[src/rtl/dionysus_sdram_init_seq_pkg.sv]
// Shared definitions for the Dionysus SDRAM init sequencer: sequencer states,
// SDRAM command encodings {cs_n, ras_n, cas_n, we_n} and the default mode word.
package dionysus_sdram_init_seq_pkg;

    typedef enum logic [3:0] {
        ST_WAIT_LOCK,
        ST_POWERUP,
        ST_PRECHARGE,
        ST_WAIT_TRP,
        ST_REFRESH,
        ST_WAIT_TRFC,
        ST_LOAD_MODE,
        ST_WAIT_TMRD,
        ST_DONE
    } initState_e;

    localparam logic [3:0] CMD_DESELECT  = 4'b1111;
    localparam logic [3:0] CMD_NOP       = 4'b0111;
    localparam logic [3:0] CMD_PRECHARGE = 4'b0010;
    localparam logic [3:0] CMD_REFRESH   = 4'b0001;
    localparam logic [3:0] CMD_LMR       = 4'b0000;

    // Burst 8, sequential, CAS latency 3.
    localparam logic [11:0] MODE_REG_DEFAULT = 12'h033;
    localparam logic [11:0] ADDR_PRECHARGE_ALL = 12'h400;

    function automatic logic [3:0] stateCmd(input initState_e st);
        case (st)
            ST_WAIT_LOCK: return CMD_DESELECT;
            ST_PRECHARGE: return CMD_PRECHARGE;
            ST_REFRESH:   return CMD_REFRESH;
            ST_LOAD_MODE: return CMD_LMR;
            default:      return CMD_NOP;
        endcase
    endfunction

endpackage

[src/rtl/dionysus_sdram_lock_sync.sv]
// Two-flop synchroniser for the PLL lock flag plus a run-length filter that
// flags the cycle on which lock has been seen high LOCK_STABLE times in a row.
module dionysus_sdram_lock_sync #(
    parameter int LOCK_STABLE = 16
) (
    input  logic clk_i,
    input  logic rst_ni,
    input  logic pll_locked_i,
    output logic lock_s_o,
    output logic lock_stable_o
);

    localparam int RUN_W = $clog2(LOCK_STABLE + 1);

    logic             sync1_q;
    logic             sync2_q;
    logic [RUN_W-1:0] runCnt_q;
    logic [RUN_W-1:0] runCnt_d;

    always_ff @(posedge clk_i or negedge rst_ni) begin
        if (!rst_ni) begin
            sync1_q  <= 1'b0;
            sync2_q  <= 1'b0;
            runCnt_q <= '0;
        end else begin
            sync1_q  <= pll_locked_i;
            sync2_q  <= sync1_q;
            runCnt_q <= runCnt_d;
        end
    end

    // The run counter saturates so a long lock never wraps back below threshold.
    always_comb begin
        runCnt_d = runCnt_q;
        if (!sync2_q) begin
            runCnt_d = '0;
        end else if (runCnt_q != RUN_W'(LOCK_STABLE)) begin
            runCnt_d = runCnt_q + 1'b1;
        end
    end

    assign lock_s_o      = sync2_q;
    assign lock_stable_o = sync2_q && (runCnt_q >= RUN_W'(LOCK_STABLE - 1));

endmodule

[src/rtl/dionysus_sdram_init_seq.sv]
// JEDEC power-up sequencer: waits for stable PLL lock, then issues PRECHARGE ALL,
// REFRESH_COUNT auto refreshes and LOAD MODE before raising init_done_o.
module dionysus_sdram_init_seq
    import dionysus_sdram_init_seq_pkg::*;
#(
    parameter int          CLK_FREQ_MHZ  = 100,
    parameter int          POWERUP_US    = 200,
    parameter int          LOCK_STABLE   = 16,
    parameter int          TRP_CYCLES    = 2,
    parameter int          TRFC_CYCLES   = 7,
    parameter int          TMRD_CYCLES   = 2,
    parameter int          REFRESH_COUNT = 2,
    parameter logic [11:0] MODE_REG      = MODE_REG_DEFAULT
) (
    input  logic        clk_i,
    input  logic        rst_ni,
    input  logic        pll_locked_i,
    output logic        cke_o,
    output logic        cs_n_o,
    output logic        ras_n_o,
    output logic        cas_n_o,
    output logic        we_n_o,
    output logic [1:0]  ba_o,
    output logic [11:0] addr_o,
    output logic        init_done_o
);

    localparam int POWERUP_CYCLES = CLK_FREQ_MHZ * POWERUP_US;
    localparam int WAIT_W         = $clog2(POWERUP_CYCLES + 1);
    localparam int REF_W          = $clog2(REFRESH_COUNT + 1);

    initState_e        state_q, state_d;
    logic [WAIT_W-1:0] waitCnt_q, waitCnt_d;
    logic [REF_W-1:0]  refCnt_q, refCnt_d;
    logic              cke_q, cke_d;
    logic [3:0]        cmd_q, cmd_d;
    logic [11:0]       addr_q, addr_d;
    logic              initDone_q, initDone_d;
    logic              lockS;
    logic              lockStable;

    dionysus_sdram_lock_sync #(
        .LOCK_STABLE (LOCK_STABLE)
    ) u_lock_sync (
        .clk_i         (clk_i),
        .rst_ni        (rst_ni),
        .pll_locked_i  (pll_locked_i),
        .lock_s_o      (lockS),
        .lock_stable_o (lockStable)
    );

    always_ff @(posedge clk_i or negedge rst_ni) begin
        if (!rst_ni) begin
            state_q    <= ST_WAIT_LOCK;
            waitCnt_q  <= '0;
            refCnt_q   <= '0;
            cke_q      <= 1'b0;
            cmd_q      <= CMD_DESELECT;
            addr_q     <= '0;
            initDone_q <= 1'b0;
        end else begin
            state_q    <= state_d;
            waitCnt_q  <= waitCnt_d;
            refCnt_q   <= refCnt_d;
            cke_q      <= cke_d;
            cmd_q      <= cmd_d;
            addr_q     <= addr_d;
            initDone_q <= initDone_d;
        end
    end

    // Wait states are loaded with (Txx-1)-1 so the next command lands exactly Txx
    // cycles after the previous one; the Txx timing parameters must be at least 2.
    always_comb begin
        state_d   = state_q;
        waitCnt_d = waitCnt_q;
        refCnt_d  = refCnt_q;

        case (state_q)
            ST_WAIT_LOCK: begin
                waitCnt_d = '0;
                refCnt_d  = '0;
                if (lockStable) begin
                    state_d   = ST_POWERUP;
                    waitCnt_d = WAIT_W'(POWERUP_CYCLES - 1);
                end
            end
            ST_POWERUP, ST_WAIT_TRP, ST_WAIT_TRFC, ST_WAIT_TMRD: begin
                if (waitCnt_q != '0) begin
                    waitCnt_d = waitCnt_q - 1'b1;
                end else begin
                    case (state_q)
                        ST_POWERUP:   state_d = ST_PRECHARGE;
                        ST_WAIT_TRP:  state_d = ST_REFRESH;
                        ST_WAIT_TRFC: state_d = (refCnt_q < REF_W'(REFRESH_COUNT)) ?
                                                ST_REFRESH : ST_LOAD_MODE;
                        default:      state_d = ST_DONE;
                    endcase
                end
            end
            ST_PRECHARGE: begin
                state_d   = ST_WAIT_TRP;
                waitCnt_d = WAIT_W'(TRP_CYCLES - 2);
            end
            ST_REFRESH: begin
                state_d   = ST_WAIT_TRFC;
                waitCnt_d = WAIT_W'(TRFC_CYCLES - 2);
                refCnt_d  = refCnt_q + 1'b1;
            end
            ST_LOAD_MODE: begin
                state_d   = ST_WAIT_TMRD;
                waitCnt_d = WAIT_W'(TMRD_CYCLES - 2);
            end
            default: state_d = ST_DONE;
        endcase

        // Losing lock anywhere past WAIT_LOCK overrides any other transition.
        if (state_q != ST_WAIT_LOCK && !lockS) begin
            state_d   = ST_WAIT_LOCK;
            waitCnt_d = '0;
            refCnt_d  = '0;
        end
    end

    // Outputs are a function of the state being entered, so each command is
    // visible for exactly the one cycle its state is occupied.
    always_comb begin
        cke_d      = (state_d != ST_WAIT_LOCK);
        initDone_d = (state_d == ST_DONE);
        cmd_d      = stateCmd(state_d);
        addr_d     = '0;
        if (state_d == ST_PRECHARGE) begin
            addr_d = ADDR_PRECHARGE_ALL;
        end else if (state_d == ST_LOAD_MODE) begin
            addr_d = MODE_REG;
        end
    end

    assign cke_o       = cke_q;
    assign cs_n_o      = cmd_q[3];
    assign ras_n_o     = cmd_q[2];
    assign cas_n_o     = cmd_q[1];
    assign we_n_o      = cmd_q[0];
    assign ba_o        = 2'b00;
    assign addr_o      = addr_q;
    assign init_done_o = initDone_q;

endmodule

[config.mk]
export PLATFORM = sky130hd
export DESIGN_NAME = dionysus_sdram_init_seq
export DESIGN_NICKNAME = d
export VERILOG_FILES = /design/src/rtl/dionysus_sdram_init_seq_pkg.sv /design/src/rtl/dionysus_sdram_lock_sync.sv /design/src/rtl/dionysus_sdram_init_seq.sv
export SDC_FILE = /design/constraint.sdc
export NUM_CORES = 1
export LEC_CHECK = 0
export CORE_AREA = 2 2 84 86
export DETAILED_ROUTE_END_ITERATION = 16
export DIE_AREA = 0 0 86 88
export GPL_ROUTABILITY_DRIVEN = 0
export MAX_ROUTING_LAYER = met4
export SLEW_MARGIN = 0
export SYNTH_ARGS = -nofsm -noshare
export SYNTH_HDL_FRONTEND = slang
export SYNTH_SLANG_ARGS = --single-unit
[constraint.sdc]
create_clock -name clk_i -period 2.1 [get_ports clk_i]
set_clock_uncertainty 0.1 [all_clocks]
set_input_delay 0.42 -clock clk_i [delete_from_list [all_inputs] [get_ports clk_i]]
set_output_delay 0.42 -clock clk_i [all_outputs]
set_load 0.02 [all_outputs]
Fig. 1: run 1, placed cells, one colour a class
The bar under the picture is 20 um long.
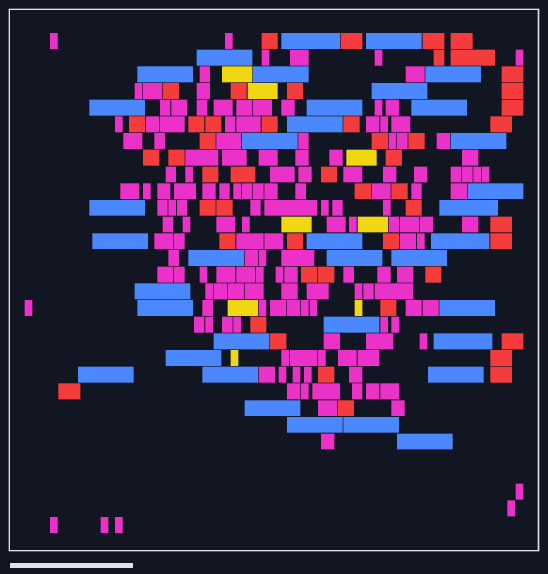
[all other logic] magenta | cells: 156 | share of their area: 41%
[flip-flops] blue | cells: 36 | share of their area: 38%
[clock drivers and dummy loads] yellow | cells: 8 | share of their area: 3.7%
[other buffers and delay cells] red | cells: 49 | share of their area: 17%
post-route cell area: 0.00251 mm2
utilization after layout: 37.8%

Fig. 2: run 1, metal layers overlaid
The bar under the picture is 20 um long. Two of the layers only.
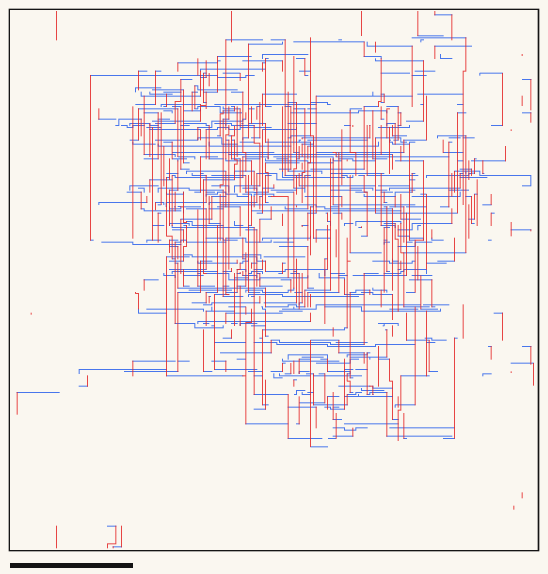
[met1] blue | wire length: 2,140 um
[met2] red | wire length: 2,000 um
DRT Wirelength: 4.38 mm
DR WL/cell: 13.3 um
total global-route track usage: 12.5%
Vias: 1,610

==> impl_metrics.ini, run 1 <==
; flow metrics
[cells_and_area]
logic_area_um2 = 958
nonClkBufAreaFrac_pct = 16.5
drive_above_1_share_pct = 25.7
non_clock_buffer_count = 49
reg.largest.list = waitCnt_q x15, u_lock_sync.runCnt_q x5
final_nets = 255
comb_area_share_pct = 38.2
num-multi-input-gates = 145
final-clk-cell-share_pct = 3.59
seq_cells = 36
inv_count = 11
finalNonFillerCells = 329
final_layout_top_logic_cells = buf_4 (33), dfrtp_1 (32), nor2_1 (14), nand2_1 (14), clkdlybuf4s50_1 (12)
largest_cell_class = logic gates
top_register = waitCnt_q
n_antenna_cell = 0

[die]
die_x_um = 86
die_y_um = 88
fp_util_pct = 29.2
core_mm2 = 0.00664
ios = 23
dieArea_mm2 = 0.00757

[yosys]
synth_seq_share_pct = 46.8
ff_type = dfrtp_1
yosys_cells = 205
synth.top_cells.by_count = dfrtp_1 (32), nor2_1 (15), nand2_1 (14)
syn_area_per_cell_um2 = 9.45
syn_area_mm2 = 0.00194
synth.cellmix.compoundShare_pct = 13.6
most_common_cell = dfrtp_1
ys_area_mm2 = 0.00194
synthCells = 205
top_area_cell = dfrtp_1
edf_count = 0
synth-simple-area-share_pct = 23.2
xor_share_pct = 4.52
synth.distinct_cells = 49
ys.warnings.count = 0
synthArstFlopShare_pct = 100
yosys.area_share.adder_pct = 2.58
top_area_share_pct = 41.3
netlist_logic_family_top = simple AND/OR/NAND/NOR gates
numSynthFlops = 36

[sta]
setup_tns_ns = 0
rsz0062_at_grt = yes
fin_ws_ns = 0.0562
worstMarginPinSlew_ns = 0.483
fmax_mhz = 489
setup_viol = 0
finalClockPeriodUsage_pct = 97.3
hold-worst-slack_ns = 0.257
finalHoldViolations = 0

[clock_tree]
cts_buffers = 5
cts_hold_buf = 1
ctsHtreeMaxLevel = 2
clock_latency_ns = 0.29
cts_tree = built
clock_sinks = 36
cts.path.max_buffers = 2
path_clk_slew_ns = 0.07
postCtsSetupRepairBufs = 1
cts_resized = 1

[job]
openroad.warnings = 28
drv_cap = 0

[power]
vdd_ir_drop_max_uv = 209
netSwitchingPower_uw = 312
p_leak_nw = 1.21
p_comb_uw = 103
finalPower_mw = 1.32
pg_seq_uw = 709
pwr-share-clk_pct = 38.6
p_int_mw = 1.01
powerDensity_mw_per_mm2 = 527
pwr-share-seq_pct = 53.6
pwr-share-comb_pct = 7.8

[setup_path]
end_kind = flip-flop
crit_slowest_cell = dfrtp_1
path_max_fanout = 7
cp_slowest_stage_delay_ns = 0.38
worstPathCellList = buf_4, nor4_1, buf_4, and4_4, o22a_1, buf_6, nor2_1, a22o_1
cp.required_ns = 2.18
criticalPathCategory = reg2reg
crit_end = waitCnt_q[1]
worstSetupPathDepth = 8
reg2reg_to = waitCnt_q[1]
setup.worst_path.start_class = flip-flop
path_buffers = 3
cp_top_family = simple AND/OR/NAND/NOR gates

[route]
dr.pass1.iters = 4
viasPerCell = 4.89
ant_nets = 0
drt-initial-drc-count = 126
drcViolationCount = 0

[grt]
grt_max_degree = 37
gr-max-usage-layer = met2
grt_pass1_wl_mm = 7.22
grt_util_met2_pct = 18.7
grt_pass1_vias = 1515
grt.overflow.total = 0
grt_util_met1_pct = 16.4

[worst_hold_path]
min_to = u_lock_sync.lock_s_o
hold_depth = 0
hp-start = u_lock_sync.sync1_q
hold_path.class = reg2reg

[placement]
portBuffers = 13
preCtsSetupSlack_ns = 0.0131
hpwl_mm = 3.13
dp_cells = 316
placed_cell_area_mm2 = 0.00233

[status]
status = completed
Fig. 3: run 1, cell outlines without signal wires
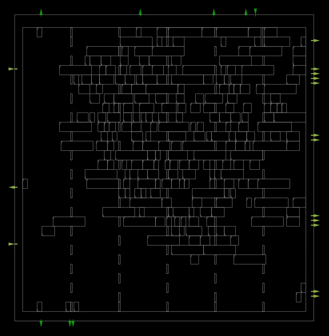
flop share of the area: 36.1%
Tapcells: 80
# fillers: 670

Fig. 4: run 1, routed clock nets over the placement
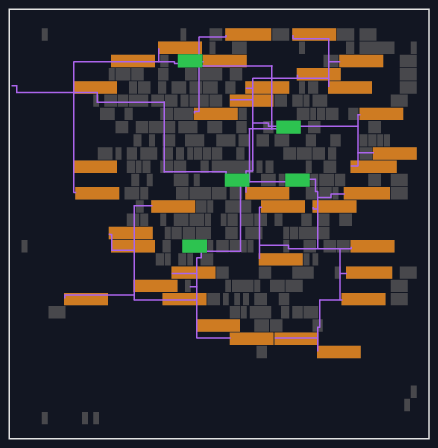

==> run 2: changes to the inputs <==
--- a/config.mk
+++ b/config.mk
@@ -9,7 +9,6 @@
 export DETAILED_ROUTE_END_ITERATION = 16
 export DIE_AREA = 0 0 86 88
 export GPL_ROUTABILITY_DRIVEN = 0
-export MAX_ROUTING_LAYER = met4
 export SLEW_MARGIN = 0
 export SYNTH_ARGS = -nofsm -noshare
 export SYNTH_HDL_FRONTEND = slang
Fig. 5: run 2, routed clock nets over the placement
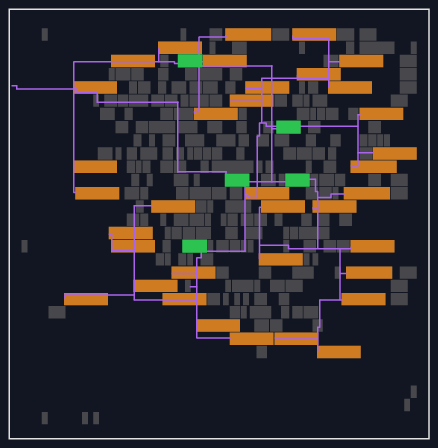
[clock wires] purple | length: 519 um
[cells driving clock nets] green | count: 5
[flip-flops] orange | count: 36
routed clock nets: 6
Clock Power Share: 38.5%
P_clk: 507 uW
clock latency at the later pin of the worst-skew pair: 0.29 ns

==> impl_metrics.ini, run 2 <==
; flow metrics
[status]
status = completed

[cells_and_area]
final_layout_top_logic_cells = buf_4 (33), dfrtp_1 (32), nor2_1 (14), nand2_1 (14), clkdlybuf4s50_1 (12)
largest_cell_class = logic gates
utilization_pct = 37.8
inv_count = 11
final-clk-cell-share_pct = 3.59
nonClkBufAreaFrac_pct = 16.5
n_antenna_cell = 0
non_clock_buffer_count = 49
top_register = waitCnt_q
fin_area_mm2 = 0.00251
logic_area_um2 = 958
finalNonFillerCells = 329
clock_buffers = 8
fill_cells = 670
drive_above_1_share_pct = 25.7
largest_reg_flops = 15
num-multi-input-gates = 145
reg.largest.list = waitCnt_q x15, u_lock_sync.runCnt_q x5
area_delta_synth_final_pct = 29.6
seq_share_pct = 36.1
comb_area_share_pct = 38.2
seq_cells = 36
final_nets = 255

[yosys]
xor_share_pct = 4.52
synth-simple-area-share_pct = 23.2
synthArstFlopShare_pct = 100
netlist_logic_family_top = simple AND/OR/NAND/NOR gates
edf_count = 0
synth.distinct_cells = 49
synth.cellmix.compoundShare_pct = 13.6
most_common_cell = dfrtp_1
ys_area_mm2 = 0.00194
numSynthFlops = 36
syn_area_mm2 = 0.00194
syn_area_per_cell_um2 = 9.45
yosys.area_share.adder_pct = 2.58
yosys_cells = 205
mux_share_pct = 0.517
top_area_share_pct = 41.3
top_area_cell = dfrtp_1
synthCells = 205
ff_type = dfrtp_1
synth_seq_share_pct = 46.8
ys.warnings.count = 0
synth.top_cells.by_count = dfrtp_1 (32), nor2_1 (15), nand2_1 (14)

[grt]
grt.overflow.total = 0
grt_util_met1_pct = 16.3
gr-max-usage-layer = met2
grt_pass1_wl_mm = 7.22
grt_max_degree = 37
grt_pass1_vias = 1508
grt_antenna_before_repair = 0
grt_util_met2_pct = 18.7
grt_use_total_pct = 12.2

[setup_path]
reg2reg_to = waitCnt_q[1]
rr_startpoint = waitCnt_q[1]
crit_slowest_cell = dfrtp_1
cp.required_ns = 2.17
setup.worst_path.start_class = flip-flop
criticalPathCategory = reg2reg
setup.worst_path.start = waitCnt_q[1]
crit_end = waitCnt_q[1]
path_buffers = 2
cp_top_family = simple AND/OR/NAND/NOR gates
path_max_fanout = 7
worstRegToRegCells = 8
cp_slowest_stage_delay_ns = 0.41
end_kind = flip-flop
worstPathCellList = inv_1, ha_2, nor4b_4, and4_4, o22a_1, buf_6, nor2_1, a22o_1
worstSetupPathDepth = 8

[power]
pg_seq_uw = 709
vdd_ir_drop_max_uv = 209
netSwitchingPower_uw = 309
p_comb_uw = 103
powerDensity_mw_per_mm2 = 526
power_leader = registers
pwr-share-comb_pct = 7.8
p_int_mw = 1.01
pwr-share-seq_pct = 53.7
finalPower_mw = 1.32
p_leak_nw = 1.21

[route]
met1Wirelength_mm = 2.09
wl_met3_um = 194
wl_met2_mm = 2.01
dr.pass1.iters = 4
viasPerCell = 4.87
drcViolationCount = 0
ant_nets = 0
routedWlPerCell_um = 13.3
dr_total_vias = 1602
drt-initial-drc-count = 118
routed_wl_mm = 4.38
highest_layer = met4

[die]
dieArea_mm2 = 0.00757
die_y_um = 88
core_mm2 = 0.00664
ios = 23
n_tap_cell = 80
die_x_um = 86
fp_util_pct = 29.2

[clock_tree]
cts_buffers = 5
cts_tree = built
postCtsSetupRepairBufs = 1
cts_hold_buf = 1
cts.path.max_buffers = 2
cts_resized = 1
ctsHtreeMaxLevel = 2
clockRootBuffer = clkbuf_8
path_clk_slew_ns = 0.07
clock_sinks = 36

[placement]
dp_cells = 316
hpwl_mm = 3.13
preCtsSetupSlack_ns = 0.0131
placed_cell_area_mm2 = 0.00233
portBuffers = 13

[sta]
drv_slew = 0
fin_ws_ns = 0.0578
rsz0062_at_grt = yes
setup_tns_ns = 0
hold-worst-slack_ns = 0.257
setup_viol = 0
finalHoldViolations = 0
finalClockPeriodUsage_pct = 97.2
worstMarginPinSlew_ns = 0.483
min_period_ns = 2.04
fmax_mhz = 490

[worst_hold_path]
hp-start = u_lock_sync.sync1_q
min_to = u_lock_sync.lock_s_o
hold_path.class = reg2reg
hold_depth = 0

[job]
openroad.warnings = 28
drv_cap = 0
Power is estimated from default activity; no workload was simulated.
